**src/rtl/keypad_pkg.sv**
```systemverilog
// Shared definitions for the 4x4 keypad scanner: keymap, frame-result
// encoding, scan FSM states and the frame decode helper.
package keypad_pkg;

    // Scan FSM: drive columns one at a time, then one evaluation cycle.
    typedef enum logic [0:0] {
        ST_SCAN = 1'b0,
        ST_EVAL = 1'b1
    } scan_state_e;

    // Result of one complete scan frame.
    typedef struct packed {
        logic       present;
        logic [3:0] code;
    } frame_result_t;

    localparam frame_result_t NO_KEY = '{present: 1'b0, code: 4'h0};

    // Keymap indexed by row*4 + col; rows r0..r3 run top to bottom.
    localparam logic [3:0] KEYMAP [16] = '{
        4'h1, 4'h2, 4'h3, 4'hA,
        4'h4, 4'h5, 4'h6, 4'hB,
        4'h7, 4'h8, 4'h9, 4'hC,
        4'h0, 4'hF, 4'hE, 4'hD
    };

    // hits is laid out column-major: bit (col*4 + row) set means that
    // row read low while that column was driven. Exactly one hit yields a
    // key; zero or several hits (multi-press / ghosting) yield NO_KEY.
    function automatic frame_result_t decode_frame(input logic [15:0] hits);
        frame_result_t res;
        logic [4:0]    n;
        res = NO_KEY;
        n   = 5'd0;
        for (int c = 0; c < 4; c++) begin
            for (int r = 0; r < 4; r++) begin
                if (hits[4'(c * 4 + r)]) begin
                    n        = n + 5'd1;
                    res.code = KEYMAP[4'(r * 4 + c)];
                end
            end
        end
        if (n == 5'd1) begin
            res.present = 1'b1;
        end else begin
            res = NO_KEY;
        end
        return res;
    endfunction

endpackage

```
**src/rtl/key_debouncer.sv**
```systemverilog
// Frame-level debouncer: a frame result must repeat DEBOUNCE_CNT times in a
// row before it is accepted. Acceptance strobes once, on the evaluation where
// the run length first reaches DEBOUNCE_CNT.
module key_debouncer
    import keypad_pkg::*;
#(
    parameter int DEBOUNCE_CNT = 4
) (
    input  logic          clk,
    input  logic          rst_n,
    input  logic          eval_i,
    input  frame_result_t result_i,
    output logic          accept_o,
    output frame_result_t result_o
);

    localparam int CW = $clog2(DEBOUNCE_CNT + 1);
    localparam logic [CW-1:0] CNT_MAX = CW'(DEBOUNCE_CNT);

    frame_result_t cand_q, cand_d;
    logic [CW-1:0] cnt_q, cnt_d;
    logic          accept;

    // Track the current candidate and how many consecutive frames matched it.
    always_comb begin
        cand_d = cand_q;
        cnt_d  = cnt_q;
        accept = 1'b0;
        if (eval_i) begin
            if (result_i == cand_q) begin
                if (cnt_q != CNT_MAX) begin
                    cnt_d = cnt_q + 1'b1;
                end
                if (cnt_q == CNT_MAX - 1'b1) begin
                    accept = 1'b1;
                end
            end else begin
                cand_d = result_i;
                cnt_d  = CW'(1);
                accept = (DEBOUNCE_CNT == 1);
            end
        end
    end

    // Candidate and run-length registers.
    always_ff @(posedge clk or negedge rst_n) begin
        if (!rst_n) begin
            cand_q <= NO_KEY;
            cnt_q  <= '0;
        end else begin
            cand_q <= cand_d;
            cnt_q  <= cnt_d;
        end
    end

    assign accept_o = accept;
    assign result_o = cand_d;

endmodule

```
**src/rtl/keypad_scanner.sv**
```systemverilog
// 4x4 matrix keypad scanner: walks an active-low column strobe, collects the
// synchronized rows into a frame, decodes and debounces each frame, and
// reports accepted keys plus the last two digits for the display driver.
module keypad_scanner
    import keypad_pkg::*;
#(
    parameter int SCAN_DIV     = 1000,
    parameter int DEBOUNCE_CNT = 4
) (
    input  logic       clk,
    input  logic       rst_n,
    input  logic [3:0] row_in,
    output logic [3:0] col_out,
    output logic [3:0] key_code,
    output logic       key_valid,
    output logic       key_held,
    output logic [7:0] digits
);

    localparam int DW = $clog2(SCAN_DIV);
    localparam logic [DW-1:0] DWELL_LAST = DW'(SCAN_DIV - 1);

    scan_state_e   state_q, state_d;
    logic [1:0]    col_q, col_d;
    logic [DW-1:0] dwell_q, dwell_d;
    logic [3:0]    col_out_q, col_out_d;
    logic [3:0]    row_meta_q, row_sync_q;
    logic [15:0]   frame_q;
    logic [3:0]    key_code_q;
    logic          key_valid_q;
    logic          key_held_q;
    logic [7:0]    digits_q;

    logic          sample;
    logic          eval;
    frame_result_t frame_result;
    logic          accept;
    frame_result_t accepted;

    // Two-flop synchronizer for the asynchronous row inputs.
    always_ff @(posedge clk or negedge rst_n) begin
        if (!rst_n) begin
            row_meta_q <= 4'b1111;
            row_sync_q <= 4'b1111;
        end else begin
            row_meta_q <= row_in;
            row_sync_q <= row_meta_q;
        end
    end

    // Scan sequencing: dwell on each column, then one evaluation cycle.
    always_comb begin
        state_d = state_q;
        col_d   = col_q;
        dwell_d = dwell_q;
        case (state_q)
            ST_SCAN: begin
                if (dwell_q == DWELL_LAST) begin
                    dwell_d = '0;
                    if (col_q == 2'd3) begin
                        state_d = ST_EVAL;
                    end else begin
                        col_d = col_q + 2'd1;
                    end
                end else begin
                    dwell_d = dwell_q + 1'b1;
                end
            end
            ST_EVAL: begin
                state_d = ST_SCAN;
                col_d   = 2'd0;
                dwell_d = '0;
            end
            default: begin
                state_d = ST_SCAN;
                col_d   = 2'd0;
                dwell_d = '0;
            end
        endcase
        col_out_d = (state_d == ST_EVAL) ? 4'b1111 : ~(4'b0001 << col_d);
    end

    // Scan state and registered column drive.
    always_ff @(posedge clk or negedge rst_n) begin
        if (!rst_n) begin
            state_q   <= ST_SCAN;
            col_q     <= 2'd0;
            dwell_q   <= '0;
            col_out_q <= 4'b1110;
        end else begin
            state_q   <= state_d;
            col_q     <= col_d;
            dwell_q   <= dwell_d;
            col_out_q <= col_out_d;
        end
    end

    // Rows are read on the last dwell cycle so the synchronizer has settled
    // on the current column. Each frame overwrites every column slice.
    assign sample = (state_q == ST_SCAN) && (dwell_q == DWELL_LAST);

    // Frame accumulator, stored active-high (1 = row pulled low).
    always_ff @(posedge clk or negedge rst_n) begin
        if (!rst_n) begin
            frame_q <= '0;
        end else if (sample) begin
            frame_q[{col_q, 2'b00} +: 4] <= ~row_sync_q;
        end
    end

    assign eval         = (state_q == ST_EVAL);
    assign frame_result = decode_frame(frame_q);

    key_debouncer #(
        .DEBOUNCE_CNT(DEBOUNCE_CNT)
    ) u_debouncer (
        .clk     (clk),
        .rst_n   (rst_n),
        .eval_i  (eval),
        .result_i(frame_result),
        .accept_o(accept),
        .result_o(accepted)
    );

    // Key reporting: a press pulses and shifts digits, a release clears held.
    always_ff @(posedge clk or negedge rst_n) begin
        if (!rst_n) begin
            key_code_q  <= 4'h0;
            key_valid_q <= 1'b0;
            key_held_q  <= 1'b0;
            digits_q    <= 8'h00;
        end else begin
            key_valid_q <= 1'b0;
            if (accept) begin
                if (accepted.present) begin
                    key_valid_q <= 1'b1;
                    key_code_q  <= accepted.code;
                    key_held_q  <= 1'b1;
                    digits_q    <= {digits_q[3:0], accepted.code};
                end else begin
                    key_held_q <= 1'b0;
                end
            end
        end
    end

    assign col_out   = col_out_q;
    assign key_code  = key_code_q;
    assign key_valid = key_valid_q;
    assign key_held  = key_held_q;
    assign digits    = digits_q;

endmodule

```
**config.mk**
```make
export PLATFORM = sky130hd
export DESIGN_NAME = keypad_scanner
export DESIGN_NICKNAME = d
export VERILOG_FILES = /design/src/rtl/keypad_pkg.sv /design/src/rtl/key_debouncer.sv /design/src/rtl/keypad_scanner.sv
export SDC_FILE = /design/constraint.sdc
export NUM_CORES = 1
export LEC_CHECK = 0
export CAP_MARGIN = 20
export CORE_MARGIN = 1
export CORE_UTILIZATION = 50
export DETAILED_ROUTE_END_ITERATION = 12
export PLACE_DENSITY = 0.71
export SYNTH_ARGS = -nofsm -noshare
export SYNTH_HDL_FRONTEND = slang
export SYNTH_SLANG_ARGS = --single-unit
```
**constraint.sdc**
```tcl
create_clock -name clk -period 4.8 [get_ports clk]
set_input_delay 0.96 -clock clk [delete_from_list [all_inputs] [get_ports clk]]
set_output_delay 0.96 -clock clk [all_outputs]
set_load 0.005 [all_outputs]
```
Run 1, clock network drawn from the DEF:
The bar under the picture is 20 microns long.
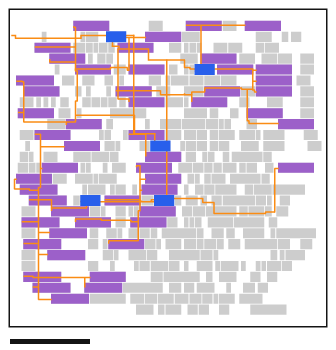
[flip-flops] purple | count: 51
[clock drivers] blue | count: 5
[clock wires] orange | length: 621 microns
flops lie: spread over the die
routed clock nets: 6

Run 1, close-up of the layout:
Window x 19 to 59, y 19 to 59 microns. Cells in gray, sequential cells in the stronger gray; small squares are vias.
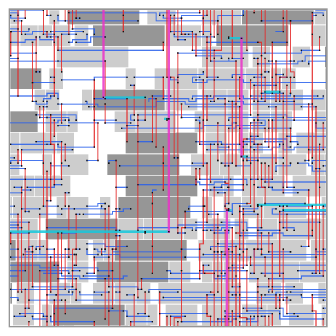
[metal 3] cyan
[metal 2] red
[metal 1] blue
[metal 4] magenta
netlist names of flops here include: `frame_q` (6), `u_debouncer.cand_q` (5), `dwell_q` (2)
sequential cells in the window: 14
most frequent: dfrtp_1 (14), nand2_1 (13), buf_4 (11)
cells with their middle in the window: 127

Run 1, signal metal coverage by tile:
The bar under the picture is 20 microns long. 16 x 16 tiles, from white (low) to dark blue (high), scaled to the fullest tile. Values are wire area over tile area, all layers added.
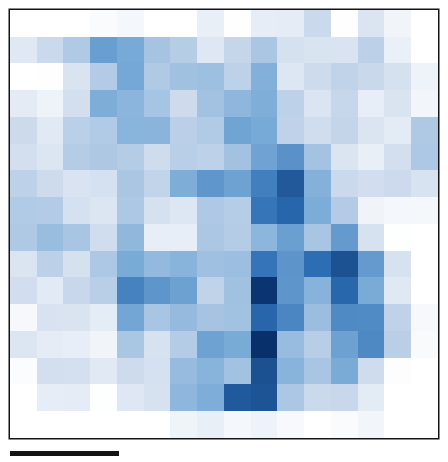
nearly empty tiles: 12%
mean over tiles: 0.15
fullest tile: 0.52
tiles over half the peak: 15%
emptiest ninth of the die: lower left

Run 1, the metal 3 layer:
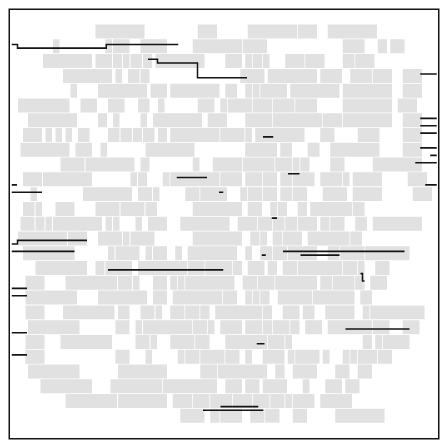
nets with wire on the layer: 26
longest straight run: 22.1 microns
main direction: horizontal

[run 1: cell usage in the layout, fill, tap and decap left out, drive strengths merged, types with 2 or more instances in the layout]
master	netlist	routed
ha	17	17
nand2	27	27
o311ai	2	2
or4bb	2	2
mux2	12	12
o211ai	2	2
or3	6	6
xnor3	3	3
inv	19	20
buf	5	26
and3	6	6
nor3	7	7
xnor2	12	12
nand3b	2	2
a22oi	2	2
nor2	20	20
dfstp	11	11
a21oi	7	7
clkdlybuf4s50	0	22
xor2	5	5
o31ai	11	11
a211oi	2	2
dfrtp	40	40
nor2b	2	2
mux2i	4	4
nand3	12	12
nor4	4	4
clkbuf	5	7
o21ai	10	10
and2	6	6
nand4	2	2
a31oi	3	3
[run 1: cell families after synthesis]
family          Yosys count  synth area share (%)
compound gates           49                  12.3
xor+xnor                 20                  8.03
fa+ha+maj                17                  7.22
buf+inv                  29                  4.33
flops                    51                  43.8
mux                      16                  6.20
simple gates            102                  18.2
[run 1: worst paths after layout]
| path | from | end | slack (ns) | cells past startpoint |
|---|---|---|---|---|
| setup / recovery | frame_q[1] | key_code[1] | -0.10 | 23 |
| setup reg to reg | frame_q[1] | key_code[1] | -0.10 | 23 |
| hold / removal | row_meta_q[3] | row_sync_q[3] | 0.36 | 0 |
| max in group asynchronous | rst_n | frame_q[2] | 3.61 | 2 |
| min in group asynchronous | rst_n | digits[7] | 0.73 | 2 |
| hold reg to reg | row_meta_q[3] | row_sync_q[3] | 0.36 | 0 |
[run 1: worst max-delay path: cells and delay by family (launching register included)]
family          cells  cell delay [ns]
compound gates      6             0.79
xor+xnor            1             0.17
fa+ha+maj           6             1.76
buf+inv             4             0.25
flops               1             0.41
mux                 2             0.47
simple gates        4             0.94
[run 1: state kept, by name (all words and copies together), names as in the netlist]
register,flops
dwell_q,10
key_valid,1
key_held,1
u_debouncer.cand_q,5
col_out,4
row_sync_q,4
digits,5
frame_q,8
u_debouncer.cnt_q,3
col_q,2
key_code,3
eval,1
row_meta_q,4
[run 1: layer usage]
layer	vias up	wire length (microns)	global-route usage, %
met1	1073	2640	24.4
met5	-	0	0
met4	0	114	7.22
li1	1097	-	-
met3	11	206	4.25
met2	38	2830	33.9
[run 1: metrics by stage]
stage	power (mW)	TNS, ns	utilization, %	instance area (sq um)	cells
final	0.744	-0.203	67.1	3760	402
after detailed placement	0.458	-0.269	59.8	3350	380
after floorplan	0.445	-0.0310	-	3010	284
after CTS	0.756	-0.0140	63.5	3560	395
after global routing	0.771	-2.79	67.1	3760	402
after global placement	0.457	0	59.8	3350	380
[run 1: cell type report]
class | instances | area (sq um)
Fill cell | 447 | 1850
Multi-Input combinational cell | 204 | 1780
Sequential cell | 51 | 1290
Timing Repair Buffer | 48 | 413
Clock buffer | 7 | 108
Tap cell | 72 | 90.1
Inverter | 19 | 71.3
Clock inverter | 1 | 8.76
[run 1: what timing repair did]
item,in CTS,in global routing
gates cloned,0,0
resized,7,34
hold endpoints to repair,0,0
pin swaps,5,20
buffers inserted,7,8
setup endpoints to repair,6,14
==> design notes, run 1 <==
The run finished, with violations left. The checks that failed: negative setup slack. The pre-antenna-repair detailed-routing pass consisted of 4 iterations.

The share of total power dissipated in combinational logic is 1.6%. The setup slack of the critical path after layout came out at -0.102 ns. The largest part of the power goes to sequential cells. For the max-slew violation count, the log shows 0.

The timing report gives the clock slew at the launch and capture registers of the worst setup and hold paths as 0.09 ns. The overflow left after global routing was 0; the part of the cycle the worst path needs was 102%. Among all stages on the critical path, the maximum delay recorded is 0.56 ns.

Checking max transition, the worst relative margin is 59.5%. Number of global-route vias before repair: 2163. The first global-routing pass estimated 9510 microns of wire.

Initial standard-cell utilization of the core: 52.5%. The later pin in the worst-skew pair is clocked with a latency of 0.30 ns. The script computed the net switching share of total power as 20.7%. The logs give 284 for the yosys stat cell total and 24 for the top-level I/O count. The run gives 4.90 ns for the clock period minus worst slack. The count of nets left with antenna violations once routing finished came out at 0. For this block, the initial DRC count from the detailed router was 109.

The power per unit of standard cell area was 198 nW/um^2; the power in sequential cells was 0.437 mW. The arrival time of data at the critical path endpoint is 5.10 ns. In the synthesized netlist, the cells that appear most often are 40 x sky130_fd_sc_hd__dfrtp_1, 26 x sky130_fd_sc_hd__nand2_1, 20 x sky130_fd_sc_hd__nor2_1, 19 x sky130_fd_sc_hd__inv_1, 17 x sky130_fd_sc_hd__ha_1. In this run the static leakage power is 1.60 nW. TritonCTS built the clock tree. The routed layout reports a DRC error count of 0. Flip-flop and latch count after synthesis: 51.

The post-synthesis async set-or-reset flop share is 100%, and the layout overhead on the synthesized area is 27.7%. The final weighted congestion recorded by global placement is 0.800. The type of the tightest min-delay check is flip-flop to flip-flop. The tally of OpenROAD warnings was 36. The cell that appears most often on the critical path is sky130_fd_sc_hd__inv_2. The combinational-cell power consumption is 0.0117 mW. The critical path endpoint category is a flip-flop.

The layout net count was 352. The gate-level netlist out of Yosys references 56 unique cell types. Setup repair after global routing could not meet its margin everywhere.

The post-CTS hold buffer count recorded in the log is 0. In this run, CTS created clock tree buffers numbering 5. Listed in order, past its start point the critical path passes inv_2 -> ha_4 -> xor2_4 -> ha_4 -> nand2_4 -> o31ai_4 -> ha_1 -> inv_2 -> a21boi_2 -> ha_1 -> a22oi_2 -> inv_2 -> ha_4 -> inv_2 -> mux2i_2 -> ha_2 -> o21ai_4 -> nand2_2 -> a31o_4 -> nor4_4 -> a211oi_2 -> or4_4 -> mux2_4. The maximum clock skew at final layout was 0.00474 ns. The run gives 52 for the pin count of the biggest net entering global routing. The final timing report counts setup violations totalling 2.
Run 1, clock wiring as the flow saved it:
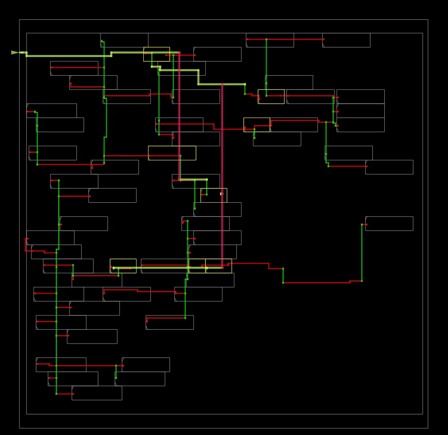

==> run 2, diff against run 1 <==
Settings changed: CORE_UTILIZATION 50 to 40, PLACE_DENSITY 0.71 to 0.59.
Run 2, clock wiring as the flow saved it:
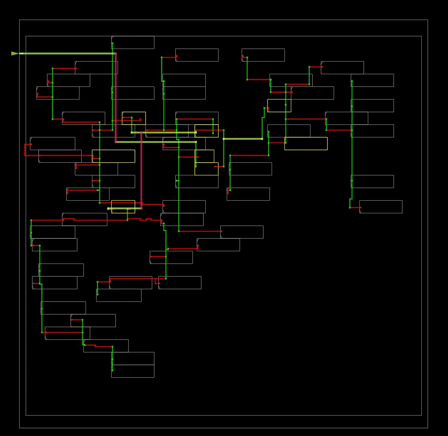
TritonCTS Buffers: 5
layout sequential cell count: 51

==> run 2 against run 1 <==
Net effect:
- critical path depth is the same
- sequential share of layout area grew 0.14 points
- synthesized cell count is the same
- first-iteration DRC count shrank 1.8%
- design area shrank 0.50%
- via count shrank 1.4%
- hold slack gained 0.0017 ns
- the flow still finishes with violations (negative setup slack)
- worst setup slack gained 0.026 ns
==> design notes, run 2 <==
The run gives 42.4% for the initial standard-cell utilization of the core. The net switching share of the total power was 20.6%. Power per unit of standard cell area: 205 nW/um^2. The final layout reports a setup TNS of -0.148 ns. The largest registers in the layout are dwell_q: 10 flops, frame_q: 8 flops. For the number of global-route vias before repair, the log shows 2144. Combinational logic burns 1.5% of the power. The final reports fail on negative setup slack. The logs give -0.0758 ns for the setup slack of the critical path after layout and 618 for the number of inserted filler cells in the final layout. The tools report the critical path endpoint category as a flip-flop. The run gives 100% for the post-synthesis async set-or-reset flop share. RePlAce ended its routability-driven mode at a weighted congestion of 0.764. The longest incremental delay of any stage on the critical path is reported as 0.56 ns. By count the netlist is led by 40 x sky130_fd_sc_hd__dfrtp_1, 26 x sky130_fd_sc_hd__nand2_1, 20 x sky130_fd_sc_hd__nor2_1, 19 x sky130_fd_sc_hd__inv_1, 17 x sky130_fd_sc_hd__ha_1. After synthesis, the design contains 284 cells according to Yosys.

The run gives 0.767 mW for the sum of internal, switching and leakage power. The flow ran to the end, but the final reports show violations. The topmost layer with routed signal wires is met4. Hold analysis shows the worst path with a depth of 0.

At the end of the flow the core is filled with cells to 53.9%. Per the cell usage report, the commonest logic cells after layout are 40 x sky130_fd_sc_hd__dfrtp_1, 23 x sky130_fd_sc_hd__nand2_1, 22 x sky130_fd_sc_hd__clkdlybuf4s50_1, 22 x sky130_fd_sc_hd__buf_4, 18 x sky130_fd_sc_hd__nor2_1. For reference, the final report shows the max-slew violation count at 0. In this run the critical register-to-register path is launched from frame_q[1].

Setup violations remaining at the end of the flow were counted as 2. The largest register by flop count is dwell_q. The run gives 27.0% for the layout overhead on the synthesized area. The run gives 4.88 ns for the clock period minus worst slack.

TritonCTS built the clock tree. OpenSTA lists the critical path endpoint as key_code[1]. The run gives 23 for the cell count of the worst reg-to-reg path. The arrival time of data at the critical path endpoint is 5.07 ns.
Run 2, the metal 3 layer:
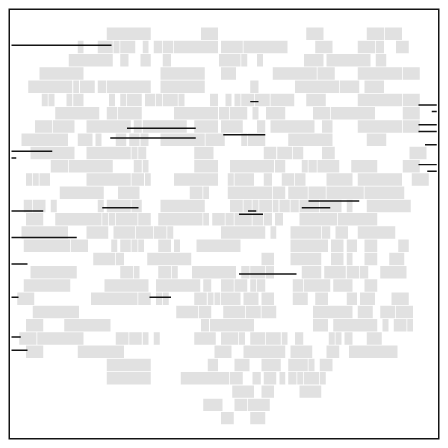
wire length on this layer: 161 microns
main direction: horizontal
share of all routed wire: 2.8%
nets with wire on the layer: 24

==> run 2: cell counts after synthesis <==
No cell type changed its count.
==> run 2: what timing repair did <==
action                                  in CTS  in global routing
buffers inserted                             2                  7
endpoints found under the setup margin       3                 14
resized                                     12                 17
pin swaps                                    5                 13
hold endpoints to repair                     0                  0
==> run 2: through the flow <==
step	worst slack, ns	instances	area [sq um]
4_1_cts	-0.0367	416	3630
3_3_place_gp	0.0274	406	3400
6_report	-0.0758	423	3740
2_1_floorplan	-0.0155	284	3010
5_1_grt	-0.298	423	3740
3_5_place_dp	-0.0344	406	3400
==> run 2: layer usage <==
layer / up-vias / track usage [%]
li1: 1085 / -
met1: 1062 / 21.4
met2: 36 / 27.1
met3: 4 / 3.20
met4: 0 / 3.28
met5: - / 0
==> run 2: layout make-up <==
type                       count  area [sq um]  share of cell area [%]
clock buffer                   7           119                    3.18
clock inverter                 1          11.3                   0.301
inverter                      19          71.3                    1.91
multi-input combinational    204          1740                    46.5
sequential                    51          1290                    34.5
tap                           96           120                    3.21
timing repair buffer          45           390                    10.4
==> run 2: power by group through the flow <==
stage	combinational, mW	clock (mW)	sequential, mW
final	0.0118	0.318	0.437
after global routing	0.0141	0.343	0.438
after CTS	0.0127	0.329	0.437
after detailed placement	0.0127	0	0.445
after global placement	0.0127	0	0.445
after floorplan	0.00000183	0	0.445
==> run 2: cell families (layout without fill, tap and decap cells) <==
group	count (synthesis)	after routing	share of synthesized area (%)
simple gates	102	102	18.2
flops	51	51	43.8
compound gates	49	49	12.3
buf+inv	29	72	4.33
xor+xnor	20	20	8.03
fa+ha+maj	17	17	7.22
mux	16	16	6.20
==> run 2: worst min path at each step <==
stage                     to  slack [ns]
3_3_place_gp   row_sync_q[1]        0.35
3_5_place_dp   row_sync_q[2]        0.35
6_report       row_sync_q[2]        0.36
5_1_grt        row_sync_q[2]        0.37
4_1_cts        row_sync_q[2]        0.36
2_1_floorplan  row_sync_q[0]        0.35
==> run 2: critical path, delay by kind of cell, from the launching register on <==
family | cells | cell delay (ns)
compound gates | 5 | 0.69
xor+xnor | 1 | 0.18
fa+ha+maj | 6 | 1.66
buf+inv | 4 | 0.25
flops | 1 | 0.41
mux | 2 | 0.46
simple gates | 5 | 1.11
Run 2, close-up of the layout:
Window x 24 to 64, y 24 to 64 microns. Cells in gray, sequential cells in the stronger gray; small squares are vias.
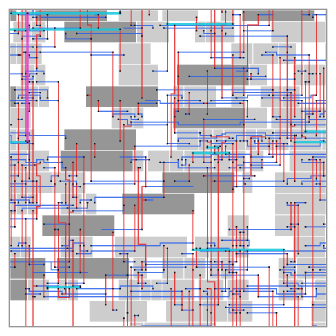

==> run 3, diff against run 2 <==
Settings changed: CORE_UTILIZATION 40 to 30, PLACE_DENSITY 0.59 to 0.46.
Run 3, close-up of the layout:
Window x 31 to 71, y 31 to 71 microns. Cells in gray, sequential cells in the stronger gray; small squares are vias.
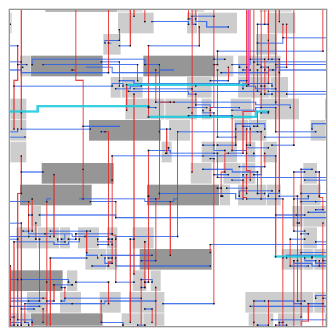
[metal 4] magenta
[metal 3] cyan
[metal 1] blue
[metal 2] red
sequential cells in the window: 9
cells with their middle in the window: 76
most frequent: nand2_1 (9), dfrtp_1 (9), buf_4 (9)
netlist names of flops here include: `frame_q` (6), `u_debouncer.cand_q` (3)

Run 3, clock wiring as the flow saved it:
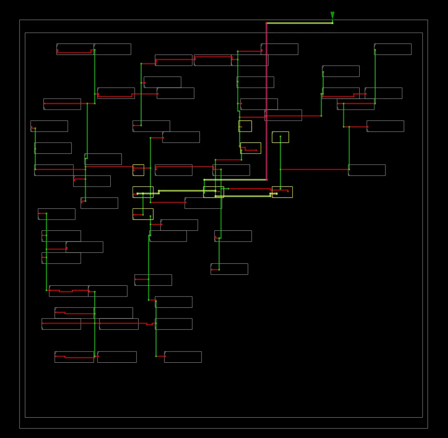
clock tree buffer count of the final layout: 5
Skew-Pair Late Insertion Delay: 0.30 ns
clock distribution power: 0.268 mW
skew final: 0.00595 ns
clk sink count: 51

==> run 3 against run 2 <==
Net effect:
- the flow still finishes with violations (negative setup slack)
- critical path depth stayed put
- clock skew fell by 0.0037 ns
- combinational power barely moved
- maximum frequency grew 1.2%
- die area up 33%
- critical path type unchanged
- design area rose by 1.0%
- synthesized cell count unchanged
- clock power fell by 16%
- sequential cell count is the same
- first-iteration DRC count shrank 29%
- worst setup slack better by 0.059 ns
==> design notes, run 3 <==
Multi-input logic gates represent a cell area share of 45.7%. The most common logic cell in the final layout is sky130_fd_sc_hd__dfrtp_1. The setup slack of the critical path after layout came out at -0.0172 ns.

The tools report the final estimated routing congestion in global placement as 0.763. The final timing report counts setup violations totalling 2. The checks that failed: negative setup slack. The area occupied by registers is 1290 sq um. The run gives 40.4% as the final core utilization.

The number of multi-input combinational cells in the layout is 204. The gate-level netlist out of Yosys references 56 unique cell types. The flow ran to the end, but the final reports show violations.

The non-clock inverter instance count of the final layout was 19. Summed over all nets, wire length on met3 after detailed routing comes to 157 microns. With the number of buffers inserted during clock tree synthesis at 5, the tap cell count is 129.

The detailed router put a total of 2900 microns of wire on met1. Once detail routing completed, the nets flagged for antenna violations numbered 0. The count of non-CTS buffers in the layout was 51. The setup slack of the worst register-to-register path is -0.02 ns. With the cell count of the worst reg-to-reg path at 23, the layout net count is 355.
run 3: cell count changes in the layout (fill, tap and decap cells not counted), moves of 2 or more:
cell,delta
sky130_fd_sc_hd__o21ai_1,+3
sky130_fd_sc_hd__o21ai_0,-2
sky130_fd_sc_hd__nand2_4,-2
sky130_fd_sc_hd__nor2_1,+2
sky130_fd_sc_hd__clkbuf_16,-2
sky130_fd_sc_hd__buf_4,+6
sky130_fd_sc_hd__nand2_2,+2
run 3: metal layers:
layer,up-vias,track usage (%)
met4,0,2.68
met1,1010,17.9
met5,-,0
met2,31,22.0
met3,2,2.36
li1,1104,-
run 3: logic make-up after synthesis:
family                     after synthesis  synth area share [%]
muxes                                   16                  6.20
and+or+nand+nor                        102                  18.2
AOI/OAI and AO/OA                       49                  12.3
xor gates and xnor gates                20                  8.03
adders and majority gates               17                  7.22
DFF                                     51                  43.8
buffers and inverters                   29                  4.33
run 3: through the flow:
stage               cells  instance area (sq um)  setup slack [ns]  power [mW]
floorplan             284                   3010           -0.0155       0.445
global placement      440                   3450           -0.0321       0.458
detailed placement    440                   3450            -0.101       0.459
CTS                   457                   3670           -0.0530       0.728
global route          462                   3780            -0.193       0.751
finish                462                   3780           -0.0172       0.717
run 3: power by group:
| part | internal (mW) | leakage [nW] | switching (mW) | total [mW] |
|---|---|---|---|---|
| Clock | 0.107 | 0.0463 | 0.160 | 0.268 |
| Combinational | 0.00362 | 0.882 | 0.00839 | 0.0120 |
| Sequential | 0.436 | 0.660 | 0.00157 | 0.437 |
| Total | 0.547 | 1.59 | 0.170 | 0.717 |
run 3: worst min-delay path by stage:
stage                        from       endpoint  slack [ns]
floorplan           row_meta_q[0]  row_sync_q[0]        0.35
global placement    row_meta_q[1]  row_sync_q[1]        0.35
detailed placement  row_meta_q[1]  row_sync_q[1]        0.35
CTS                 row_meta_q[1]  row_sync_q[1]        0.36
global route        row_meta_q[1]  row_sync_q[1]        0.37
finish              row_meta_q[3]  row_sync_q[3]        0.36
run 3: worst max-delay path: stages (launching register included):
cell	delay, ns
sky130_fd_sc_hd__dfrtp_1	0.41
sky130_fd_sc_hd__inv_2	0.07
sky130_fd_sc_hd__ha_4	0.26
sky130_fd_sc_hd__xor2_4	0.15
sky130_fd_sc_hd__ha_1	0.31
sky130_fd_sc_hd__nand2_2	0.08
sky130_fd_sc_hd__o31ai_2	0.07
sky130_fd_sc_hd__ha_1	0.31
sky130_fd_sc_hd__inv_2	0.08
sky130_fd_sc_hd__a21boi_2	0.05
sky130_fd_sc_hd__ha_1	0.32
sky130_fd_sc_hd__a22oi_2	0.22
sky130_fd_sc_hd__inv_2	0.07
sky130_fd_sc_hd__ha_4	0.27
sky130_fd_sc_hd__inv_2	0.03
sky130_fd_sc_hd__mux2i_1	0.14
sky130_fd_sc_hd__ha_2	0.21
sky130_fd_sc_hd__and3_4	0.20
sky130_fd_sc_hd__a22oi_2	0.08
sky130_fd_sc_hd__mux2_2	0.32
sky130_fd_sc_hd__a31oi_4	0.22
sky130_fd_sc_hd__nor3_4	0.08
sky130_fd_sc_hd__or4_4	0.45
sky130_fd_sc_hd__mux2_4	0.31
Power figures rest on the tool's default switching activity, not on a simulated workload.
